==> config.mk <==
export PLATFORM = sky130hd
export DESIGN_NAME = decode_stage_p_flat
export DESIGN_NICKNAME = d
export VERILOG_FILES = /design/src/rtl/decode_stage_p_if.sv /design/src/rtl/decode_stage_p.sv /design/src/flat_wrapper.sv
export SDC_FILE = /design/constraint.sdc
export NUM_CORES = 1
export LEC_CHECK = 0
export CAP_MARGIN = 10
export CORE_UTILIZATION = 58
export CTS_CLUSTER_SIZE = 28
export DETAILED_ROUTE_END_ITERATION = 16
export HOLD_SLACK_MARGIN = 0.03
export PLACE_DENSITY = 0.81
export SKIP_CTS_REPAIR_TIMING = 1
export SYNTH_ARGS = -nofsm -noshare
export SYNTH_HDL_FRONTEND = slang
export SYNTH_SLANG_ARGS = --single-unit
==> constraint.sdc <==
create_clock -name clk -period 6.4 [get_ports clk]
set_clock_uncertainty 0.2 [all_clocks]
set_input_delay 0.96 -clock clk [delete_from_list [all_inputs] [get_ports clk]]
set_output_delay 0.96 -clock clk [all_outputs]
set_load 0.05 [all_outputs]
Figure 1. Sequential cells coloured by netlist name.
Bar = 50 µm. Other sequential cells in the stronger grey, the rest of the logic in the fainter grey.
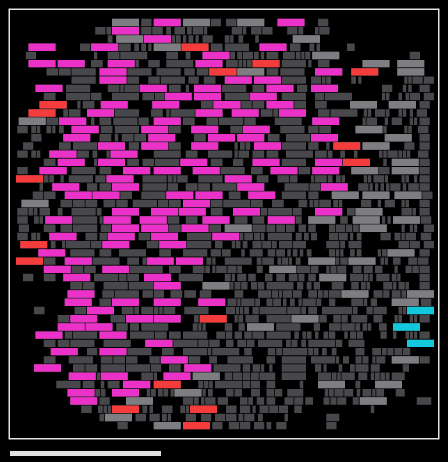
[cyan] u_core.bus.out_dest | flops: 3
[red] u_core.bus.out_b | flops: 16 | where: widely spread
[magenta] u_core.rf_q | flops: 128
fin util: 69.6%
sequential cell power: 1.70 mW
sequential share of cell area: 37.5%

Figure 2. Wiring by layer.
Only two layers are drawn.
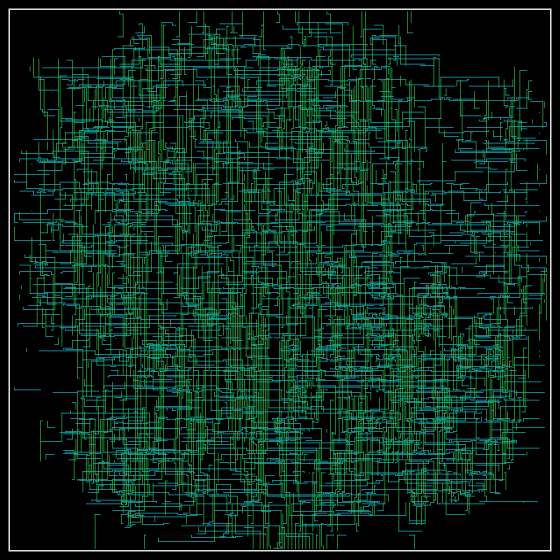
[cyan] metal 1 | wire length: 11400 µm
[green] metal 2 | wire length: 13100 µm
DR vias: 8225
Global Route Usage Sum: 28.4%
drt wl/cell: 20.7 µm
Routed Wire Length: 26.9 mm

Figure 3. Pin map.
Pins as bars across the die edge, other pins in grey.
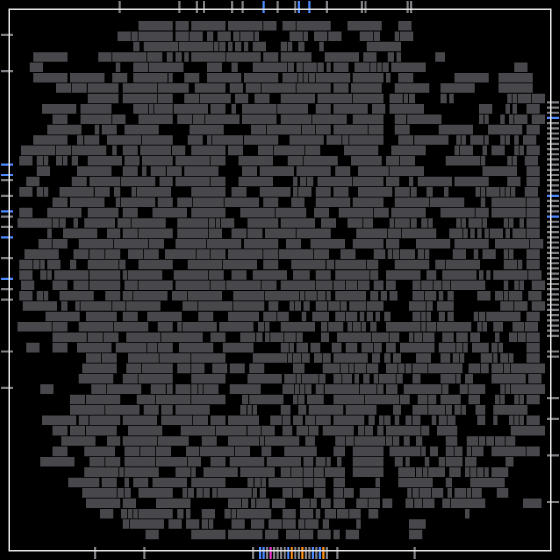
[blue] bus_out_b | pins: 16 | direction: output | edge: 5 bottom, 5 left, 3 top, 3 right
[magenta] bus_wb_load | pins: 1 | direction: input | edge: bottom
[orange] bus_in_src_a | pins: 3 | direction: input | edge: bottom
all pins by edge: 52 right, 25 bottom, 16 top, 16 left
die width: 142 µm
IO buf count: 108
die height: 142 µm

==> flow_metrics.tcl <==
# place-and-route summary
set metrics [dict create \
    grt_use_met1_pct 37.5 \
    worst_setup_path_end_kind "register" \
    seq_area_frac_synth_pct 43.7 \
    inverters 5 \
    ys_top_cells_by_count "dfrtp_1 (197), nand2_1 (149), mux2_2 (128)" \
    period_needed_ns 5.68 \
    ant_nets 0 \
    status "finished clean" \
    aoi_share_pct 6.71 \
    nClkBuffers 21 \
    postPlaceCellArea_um2 12600 \
    edf_count 0 \
    ys_warn_count 0 \
    powerClk_mw 1.06 \
    tightest_slew_ns 1.24 \
    cp-start-kind "primary input" \
    hold_class "register to register" \
    yosys.cell_types.count 48 \
    ys.flops 197 \
    p_total_mw 3.99 \
    flop-count 197 \
    fmax_ghz 0.176 \
    place_ws_ns 0.392 \
    first_pass_iters 5 \
    diodes 1 \
    fin_crit_sh_pct 88.7 \
    clockBufferDepth 2 \
    ff_latch_area_um2 4930 \
    largest_reg_flops 128 \
    syn_to_final_growth_pct 16.5 \
    comb_cells 670 \
    htreeDepth 4 \
    m1WireLength_mm 11.4 \
    pin_count 109 \
    arrival_ns 5.81 \
    grtUsageMet2_pct 46.9 \
    design_area_um2 13100 \
    hold_path_depth 2 \
    p_int_mw 2.65 \
    finalMaxSlewViolations 0 \
    simple_gate_area_share_pct 11.6 \
    row_count 50 \
    buf_share_pct 9.64 \
    top_logic_kind "multiplexers" \
    cp.required_ns 6.53 \
    crit_chain "clkdlybuf4s50_1, inv_1, o41ai_1, a221oi_2, or2_1, or4_4, nor2b_1, ha_1, nor2b_1, xor2_1, xnor2_1, ha_1, nor4_1, o21ai_0, a211oi_2" \
    logic_area_um2 6020 \
    first_global_vias 8142 \
    crit_cells 15 \
    fillCellCount 1355 \
    clk_pin_slew_ns 0.07 \
    grt_setup_unrepaired "false" \
    synth_area_um2 11300 \
    sh_comb_area_pct 45.8 \
    maxCapViolCount 0 \
    first_iter_violations 520 \
    irDropWorstVdd_mv 0.193 \
    synth.avg_cell_area_um2 11.8 \
    worstSetupPathType "primary input to register" \
    wl_met2_mm 13.1 \
    grt_max_degree 94 \
    power_frac_seq_pct 42.5 \
    area_leaders "dfrtp_1 (44%), mux4_2 (15%), mux2_2 (13%)" \
    core-area_um2 18900 \
    overflow 0 \
    drc 0 \
    critPathBufInv 2 \
    slew_headroom_pct 17.1 \
    largestPowerGroup "registers" \
    comb_power_mw 1.24 \
    dp_cells 1267 \
    grt_busiest_layer "met2" \
    slowest_delay_ns 0.67 \
    grt_pass1_wl_mm 43.2 \
    ys_sh_mux_pct 30.2 \
    cts.sinks 197 \
]
Power and IR drop assume default switching activity.
